**Run 1: placed standard cells**

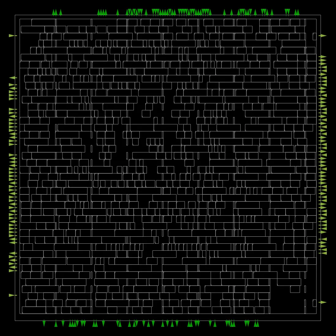
**Run 1: metal 3**

The bar under the picture is 20 um long.
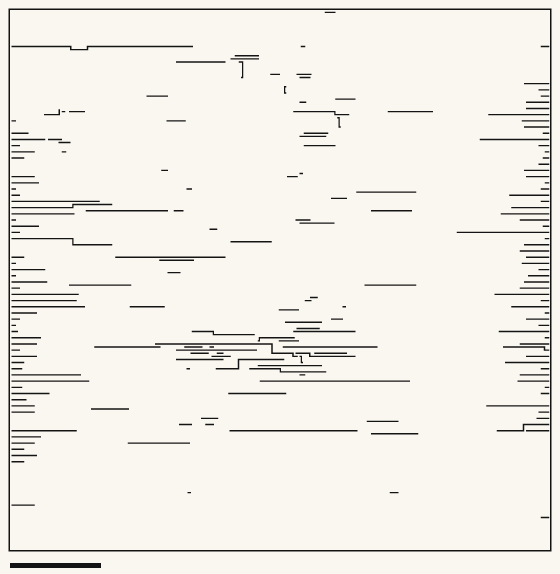
**Run 1: gate families picked out**

The bar under the picture is 20 um long.
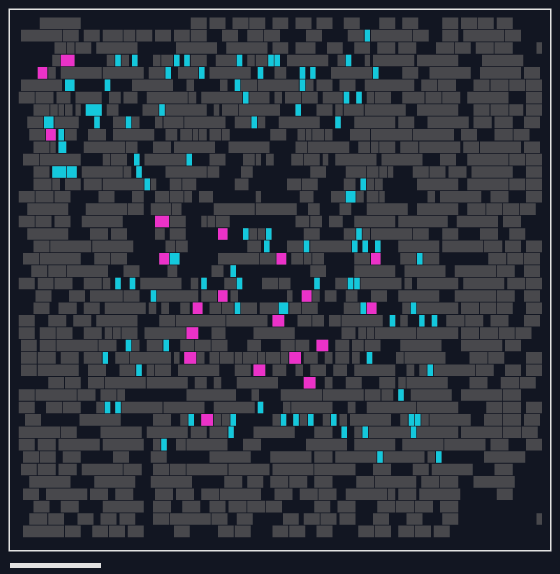
### src/rtl/load_store_unit.sv
// rtl/load_store_unit.sv - big-endian byte/half/word load-store initiator with sub-word read-modify-write
// Optional build macro: LSU_MISALIGN_TRAP_EN (trap misaligned halfword/word requests instead of force-aligning)
module load_store_unit #(
   parameter int ADDR_W = 32,
   parameter int DATA_W = 32
) (
   input  logic              clk,
   input  logic              rst,
   input  logic              req_valid,
   output logic              req_ready,
   input  logic              req_write,
   input  logic [1:0]        req_size,
   input  logic              req_unsigned,
   input  logic [ADDR_W-1:0] req_addr,
   input  logic [DATA_W-1:0] req_wdata,
   output logic              resp_valid,
   output logic              resp_err,
   output logic [DATA_W-1:0] resp_rdata,
   output logic              mem_read,
   output logic              mem_write,
   output logic [ADDR_W-1:0] mem_addr,
   output logic [DATA_W-1:0] mem_wdata,
   input  logic [DATA_W-1:0] mem_rdata
);

   localparam logic [1:0] SizeByte = 2'b00;
   localparam logic [1:0] SizeHalf = 2'b01;
   localparam logic [1:0] SizeWord = 2'b10;
   localparam logic [1:0] SizeBad  = 2'b11;

   typedef enum logic [2:0] {
      Idle    = 3'd0,
      Read    = 3'd1,
      Capture = 3'd2,
      Write   = 3'd3,
      Resp    = 3'd4
   } stateT;

   stateT state;
   stateT stateNext;

   logic [ADDR_W-1:0] addrQ;
   logic [1:0]        sizeQ;
   logic              unsQ;
   logic              writeQ;
   logic              errQ;
   logic [DATA_W-1:0] wdataQ;
   logic [DATA_W-1:0] mergeQ;
   logic [DATA_W-1:0] rdataQ;

   logic              accept;
   logic              reqErr;
   logic [DATA_W-1:0] loadVal;
   logic [DATA_W-1:0] mergeVal;
   logic [7:0]        laneByte;
   logic [15:0]       laneHalf;

   assign accept = req_valid && (state == Idle);

`ifdef LSU_MISALIGN_TRAP_EN
   logic misaligned;
   assign misaligned = ((req_size == SizeHalf) && req_addr[0]) ||
                       ((req_size == SizeWord) && (req_addr[1:0] != 2'b00));
   assign reqErr = (req_size == SizeBad) || misaligned;
`else
   // Misaligned requests fall through: lane selection ignores the low address
   // bits a halfword/word cannot use, which force-aligns them.
   assign reqErr = (req_size == SizeBad);
`endif

   // Memory interface decodes from state and latched registers only, so reset
   // drops the strobes immediately.
   assign mem_addr   = {addrQ[ADDR_W-1:2], 2'b00};
   assign mem_wdata  = (sizeQ == SizeWord) ? wdataQ : mergeQ;
   assign resp_rdata = rdataQ;

   // State register.
   always_ff @(posedge clk or posedge rst) begin
      if (rst) begin
         state <= Idle;
      end else begin
         state <= stateNext;
      end
   end

   // Next-state and handshake/strobe decode.
   always_comb begin
      stateNext  = state;
      req_ready  = 1'b0;
      resp_valid = 1'b0;
      resp_err   = 1'b0;
      mem_read   = 1'b0;
      mem_write  = 1'b0;
      case (state)
         Idle: begin
            req_ready = 1'b1;
            if (req_valid) begin
               if (reqErr) begin
                  stateNext = Resp;
               end else if (req_write && (req_size == SizeWord)) begin
                  stateNext = Write;
               end else begin
                  stateNext = Read;
               end
            end
         end
         Read: begin
            mem_read  = 1'b1;
            stateNext = Capture;
         end
         Capture: begin
            stateNext = writeQ ? Write : Resp;
         end
         Write: begin
            mem_write = 1'b1;
            stateNext = Resp;
         end
         Resp: begin
            resp_valid = 1'b1;
            resp_err   = errQ;
            stateNext  = Idle;
         end
         default: begin
            stateNext = Idle;
         end
      endcase
   end

   // Load lane select and extension; offset 0 is the most significant byte.
   always_comb begin
      laneByte = 8'h00;
      laneHalf = 16'h0000;
      loadVal  = '0;
      case (addrQ[1:0])
         2'd0:    laneByte = mem_rdata[31:24];
         2'd1:    laneByte = mem_rdata[23:16];
         2'd2:    laneByte = mem_rdata[15:8];
         default: laneByte = mem_rdata[7:0];
      endcase
      laneHalf = addrQ[1] ? mem_rdata[15:0] : mem_rdata[31:16];
      case (sizeQ)
         SizeByte: loadVal = unsQ ? {24'h000000, laneByte} : {{24{laneByte[7]}}, laneByte};
         SizeHalf: loadVal = unsQ ? {16'h0000, laneHalf} : {{16{laneHalf[15]}}, laneHalf};
         default:  loadVal = mem_rdata;
      endcase
   end

   // Sub-word store merge: replace the addressed lane(s) of the read word.
   always_comb begin
      mergeVal = mem_rdata;
      if (sizeQ == SizeByte) begin
         case (addrQ[1:0])
            2'd0:    mergeVal[31:24] = wdataQ[7:0];
            2'd1:    mergeVal[23:16] = wdataQ[7:0];
            2'd2:    mergeVal[15:8]  = wdataQ[7:0];
            default: mergeVal[7:0]   = wdataQ[7:0];
         endcase
      end else if (addrQ[1]) begin
         mergeVal[15:0] = wdataQ[15:0];
      end else begin
         mergeVal[31:16] = wdataQ[15:0];
      end
   end

   // Request latch at accept, then load result or merge word at capture.
   always_ff @(posedge clk or posedge rst) begin
      if (rst) begin
         addrQ  <= '0;
         sizeQ  <= 2'b00;
         unsQ   <= 1'b0;
         writeQ <= 1'b0;
         errQ   <= 1'b0;
         wdataQ <= '0;
         mergeQ <= '0;
         rdataQ <= '0;
      end else begin
         if (accept) begin
            addrQ  <= req_addr;
            sizeQ  <= req_size;
            unsQ   <= req_unsigned;
            writeQ <= req_write;
            errQ   <= reqErr;
            wdataQ <= req_wdata;
            rdataQ <= '0;
         end
         if (state == Capture) begin
            if (writeQ) begin
               mergeQ <= mergeVal;
            end else begin
               rdataQ <= loadVal;
            end
         end
      end
   end

endmodule

### config.mk
export PLATFORM = sky130hd
export DESIGN_NAME = load_store_unit
export DESIGN_NICKNAME = d
export VERILOG_FILES = /design/src/rtl/load_store_unit.sv
export SDC_FILE = /design/constraint.sdc
export NUM_CORES = 1
export LEC_CHECK = 0
export CAP_MARGIN = 20
export CORE_MARGIN = 1.5
export CORE_UTILIZATION = 52
export CTS_CLUSTER_DIAMETER = 100
export DETAILED_ROUTE_END_ITERATION = 10
export PLACE_DENSITY_LB_ADDON = 0.08
export SYNTH_ARGS = -nofsm -noshare
export SYNTH_HDL_FRONTEND = slang
export SYNTH_SLANG_ARGS = --single-unit
### constraint.sdc
create_clock -name clk -period 6.13 [get_ports clk]
set_input_delay 0.613 -clock clk [delete_from_list [all_inputs] [get_ports clk]]
set_output_delay 0.613 -clock clk [all_outputs]
set_load 0.02 [all_outputs]
==> run summary, run 1 <==
CTS buffer count: 17
met2 usage: 0.432
GRT busiest layer: met2
fin nets: 890
Top-area cell share: 0.491
Die Span X: 119 um
H-tree Lvls: 4
top sig layer: met4
CP endpoint: mem_wdata[19]
Post-Place Cells: 943
vias in the first global route: 5,556
antenna diode count: 0
Crit path required time: 5.52 ns
Synth top cells by count: dfrtp_1, mux2_2, nand2_1
first-pass GRT wire length: 29,600 um
Setup CP Type: flop to output pin
Yosys reg bits: 136
final wirelength: 18,600 um
count of boundary I/O pins: 204
total chip power: 5.73 mW
via count: 5,637
post-layout period usage: 0.564
CTS tree: built
FP Util: 0.528
reg2reg end: resp_rdata[17]$_DFF_PP0_
Tool Warnings: 26
NetSw: 2.24 mW
PwrDens: 605 nW/um2
Final GP Congestion: 0.874
site row count: 42
drt pass-1 iters: 5
Worst path max stage delay: 0.88 ns
Comb area: 3100 um2
met3 wire length: 1260 um
Signal buffers: 209
largest net degree at the start of global routing: 73
antenna violations before repair: 0
Setup WS pre-CTS: 3.13 ns
layout cells sized above 1: 0.199
final setup fails: 0
Startpoint Class: flop
Crit Path Max Fanout: 32
biggest area cells: dfrtp_1, mux2_2, nand2_1
yosys warns: 0
instance count on the critical path: 4
Worst-Margin Slew: 1.10 ns
reg2reg start: sizeQ[0]$_DFFE_PP0P_
Sink Count: 136
outcome: finished, final reports clean
crit path DAT: 2.84 ns
Design Area, Final: 9470 um2
Sw Share: 0.391
RSZ-0062 raised after global routing: false
Top class by area: sequential cells
flop-to-flop setup slack: 3.72 ns
Max Freq: 0.289 GHz
# fillers: 970
clock buffer count: 18
placement-stage cell area: 8810 um2
register area: 3400 um2
vias per cell: 5.78
clock skew: 0.0108 ns
met1 Use GR: 0.361
drt wl/cell: 19.1 um
Remaining Overflow, GRT: 0
worst hold start: resp_rdata[0]$_DFF_PP0_
sequential power: 1.70 mW
Root Buffer Master: clkbuf_16
chip height: 119 um
hold slack: 0.481 ns
M3 GR Usage: 0.0623
Skew-Pair Late Insertion Delay: 0.42 ns
Slew HR: 0.261
Remaining DRCs: 0
Reg power frac: 0.297
Cell Type Count: 49
Routed met1 length: 7940 um
max-cap viol count: 0
Worst R2R Path Depth: 4
buffering overhead: 0.220
Buf/Inv on CP: 2
Setup Fix Bufs, Post-CTS: 0
#MultiIn Comb: 419
Leak Pwr: 3.95 nW
Post-synth EDFFs: 0
Critical-path top delay cell: dfrtp_1
clk buf depth: 2
Logic pwr share: 0.509
total track usage: 0.272
Chip Area: 14,000 um2
post-synth top area cell: dfrtp_1
total negative setup slack: 0 ns
post-synthesis sequential area ratio: 0.491
Clock Power: 1.11 mW
Post-Synthesis Cells: 633
min Tclk post-route: 3.46 ns
Hold Buf Count CTS: 0
P&R area growth vs syn: 36.5%
worst hold stages: 2
worst min path class: flop to flop
Post-synth ARST share: 1.00
final hold vios: 0
Hold Crit Endpoint: resp_rdata[0]$_DFF_PP0_
-- 'placed standard cells' (at the start) --
core area: 13,100 um2
seq_cells: 136
Layout Cells excl Fill: 975
final core occ: 0.721
Tap Count: 176

-- 'metal 3' (at the start) --
longest straight run	32.7 um
main direction	horizontal
share of all routed wire	6.8%
wire length on this layer	1,260 um
nets with wire on the layer	156

-- 'gate families picked out' (at the start) --
color	family	cells
cyan	nand cells	91
magenta	and/or cells	20
Comb area share: 0.327
Top cell excl fill/tap: clkdlybuf4s50_1

-- run 1: sequential cells by signal (all words and copies together), names as in the netlist --
| name | cells |
|---|---|
| addrQ | 32 |
| mergeQ | 32 |
| resp_rdata | 32 |
| wdataQ | 32 |
| state | 3 |
| sizeQ | 2 |
| errQ | 1 |
| unsQ | 1 |
| writeQ | 1 |
-- run 1: cells by family after synthesis --
family / Yosys count / share of synthesized area
muxes: 124 / 0.197
other: 1 / 0.000541
and+or+nand+nor: 134 / 0.0916
buffers and inverters: 79 / 0.0651
AOI/OAI and AO/OA: 159 / 0.155
DFF: 136 / 0.491
-- run 1: tightest hold or removal path, stage by stage (launching register included) --
cell and delay (ns):
dfrtp_1 0.34, nand2_1 0.05, o31ai_1 0.05
==> run 1 -> run 2 <==
--- a/config.mk
+++ b/config.mk
@@ -7,7 +7,7 @@
 export LEC_CHECK = 0
 export CAP_MARGIN = 20
 export CORE_MARGIN = 1.5
-export CORE_UTILIZATION = 52
+export CORE_UTILIZATION = 43
 export CTS_CLUSTER_DIAMETER = 100
 export DETAILED_ROUTE_END_ITERATION = 10
 export PLACE_DENSITY_LB_ADDON = 0.08
==> constraint.sdc (replaced) <==
create_clock -name clk -period 2.8 [get_ports clk]
set_input_delay 0.28 -clock clk [delete_from_list [all_inputs] [get_ports clk]]
set_output_delay 0.28 -clock clk [all_outputs]
set_load 0.02 [all_outputs]
**Run 2: metal 3**

The bar under the picture is 50 um long.
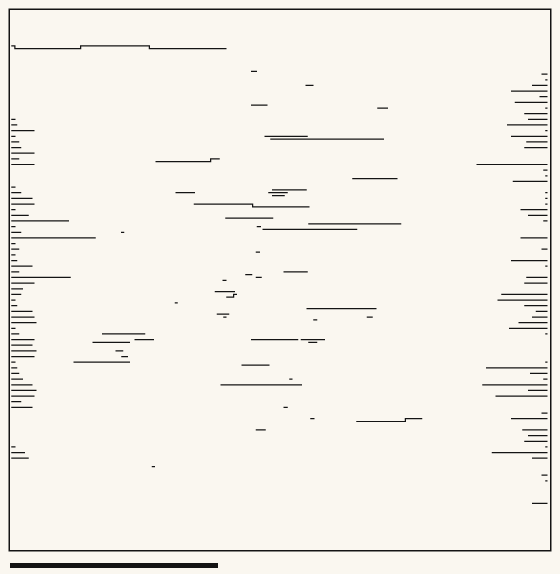
nets with wire on the layer	137
share of all routed wire	4.3%
wire length on this layer	835 um

**Run 2: placed standard cells**

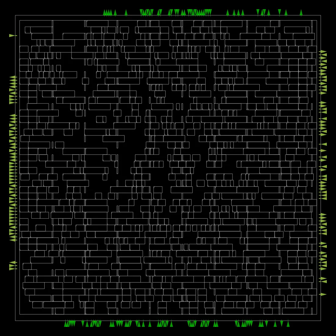
final core occ: 0.604
site row count: 46
flop share of the area: 0.356

==> run 2 against run 1 <==
Compared with the run above: cell count increased by 4.6%; sequential power increased by 110%; clock skew decreased by 0.0054 ns; critical path type unchanged; highest routed layer unchanged.
==> run summary, run 2 <==
CTS tree: built
Max rail drop VDD: 0.000791 V
crit path DAT: 2.22 ns
min Tclk post-route: 2.50 ns
buffering overhead: 0.223
Slew HR: 0.405
biggest area cells: dfrtp_1, mux2_2, nand2_1
yosys warns: 0
Signal buffers: 214
clk buf depth: 2
total chip power: 12.5 mW
chip height: 130 um
NetSw: 4.91 mW
PwrDens: 1310 nW/um2
Post-synth ARST share: 1.00
hold slack: 0.445 ns
H-tree Lvls: 4
sequential power: 3.64 mW
Crit path required time: 2.52 ns
max-cap viol count: 0
antenna diode count: 0
total negative setup slack: 0 ns
Setup CP Type: flop to output pin
Synth top cells by count: dfrtp_1, mux2_2, nand2_1
M3 GR Usage: 0.0369
total track usage: 0.236
post-synthesis adder-cell area fraction: 0
Top cell excl fill/tap: clkdlybuf4s50_1
top sig layer: met4
vias per cell: 5.30
final wirelength: 19,400 um
Cell Type Count: 49
count of boundary I/O pins: 204
fin nets: 895
Synth Area in XOR/XNOR: 0
post-layout period usage: 0.892
CP top delay family: buffers and inverters
first-pass GRT wire length: 30,200 um
Top pwr grp: combinational logic
layout cells sized above 1: 0.203
placement-stage cell area: 8920 um2
Skew-Pair Late Insertion Delay: 0.41 ns
clock buffer count: 20
RSZ-0062 raised after global routing: false
Clock Power: 2.37 mW
Sw Share: 0.392
final hold vios: 0
met2 usage: 0.364
Worst path max stage delay: 0.57 ns
via count: 5,410
Routed met1 length: 9070 um
CTS buffer count: 17
Leak Pwr: 3.97 nW
comb area leader: multiplexers
Design Area, Final: 9550 um2
Worst-Margin Slew: 0.891 ns
core area: 15,800 um2
Root Buffer Master: clkbuf_16
clock skew: 0.00537 ns
vias in the first global route: 5,584
comb pwr: 6.51 mW
outcome: finished, final reports clean
Post-synth EDFFs: 0
largest net degree at the start of global routing: 137
Reg power frac: 0.291
Post-Place Cells: 989
Comb area: 3100 um2
post-synthesis sequential area ratio: 0.491
Post-Synthesis Cells: 633
FP Util: 0.438
met1 Use GR: 0.327
Chip Area: 16,900 um2
Critical-path top delay cell: clkdlybuf4s50_1
Max Freq: 0.400 GHz
register area: 3400 um2
Int Pwr: 7.61 mW
Multiplexer share: 0.197
Tap Count: 216
type of destination of the critical path: output pin
GRT busiest layer: met2
dominant cell by count in the synthesized netlist: dfrtp_1
P&R area growth vs syn: 37.7%
antenna violations before repair: 0
Top-area cell share: 0.491
worst min path class: input port to async pin
# fillers: 1,310
Setup WS pre-CTS: 0.543 ns
Final GP Congestion: 0.831
Logic pwr share: 0.520
final setup fails: 0
Buf/Inv on CP: 2
post-synth top area cell: dfrtp_1
drt pass-1 iters: 4
Remaining Overflow, GRT: 0
Startpoint Class: flop
Compound Share, Synth: 0.155
Crit Path Max Fanout: 32
Tool Warnings: 28
Sink Count: 136
Simple Share, Synth: 0.0916
Hold Buf Count CTS: 0
Die Span X: 130 um
met3 wire length: 835 um
#MultiIn Comb: 419
Setup Fix Bufs, Post-CTS: 0
**Run 2: gate families picked out**

The bar under the picture is 50 um long.
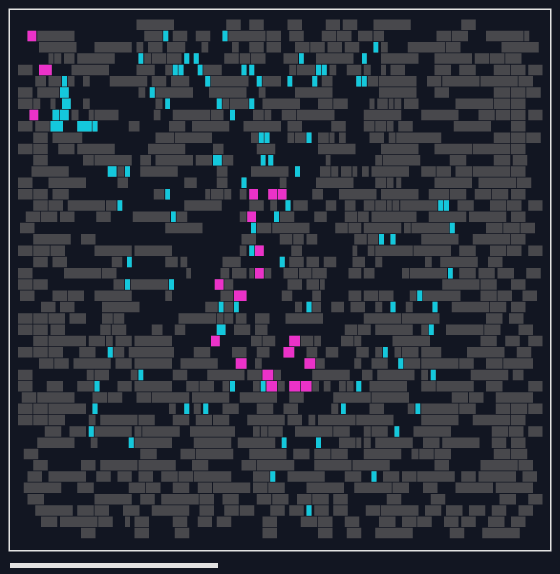
color	family	cells
magenta	and/or cells	20
cyan	nand cells	91
Comb area share: 0.324
Layout Cells excl Fill: 1,020

==> run 2: worst reg2reg max path, stage by stage (launching register included) <==
cell	delay (ns)
dfrtp_1	0.77
clkinv_1	0.47
a21oi_2	0.43
o22ai_1	0.18
o21ai_0	0.18
==> run 2: final timing paths <==
path	start	endpoint	slack (ns)	cells past startpoint
min in group clk	req_addr[1]	addrQ[1]$_DFFE_PP0P_	0.46	3
max reg2reg	addrQ[1]$_DFFE_PP0P_	mergeQ[15]$_DFFE_PP0P_	0.70	4
max	sizeQ[1]$_DFFE_PP0P_	mem_wdata[13]	0.30	4
min	rst	wdataQ[30]$_DFFE_PP0P_	0.45	3
min reg2reg	mergeQ[13]$_DFFE_PP0P_	mergeQ[13]$_DFFE_PP0P_	0.48	2
max in group asynchronous	rst	resp_rdata[7]$_DFF_PP0_	1.83	3
No activity file was given, so power comes from the tool's default toggle rates.
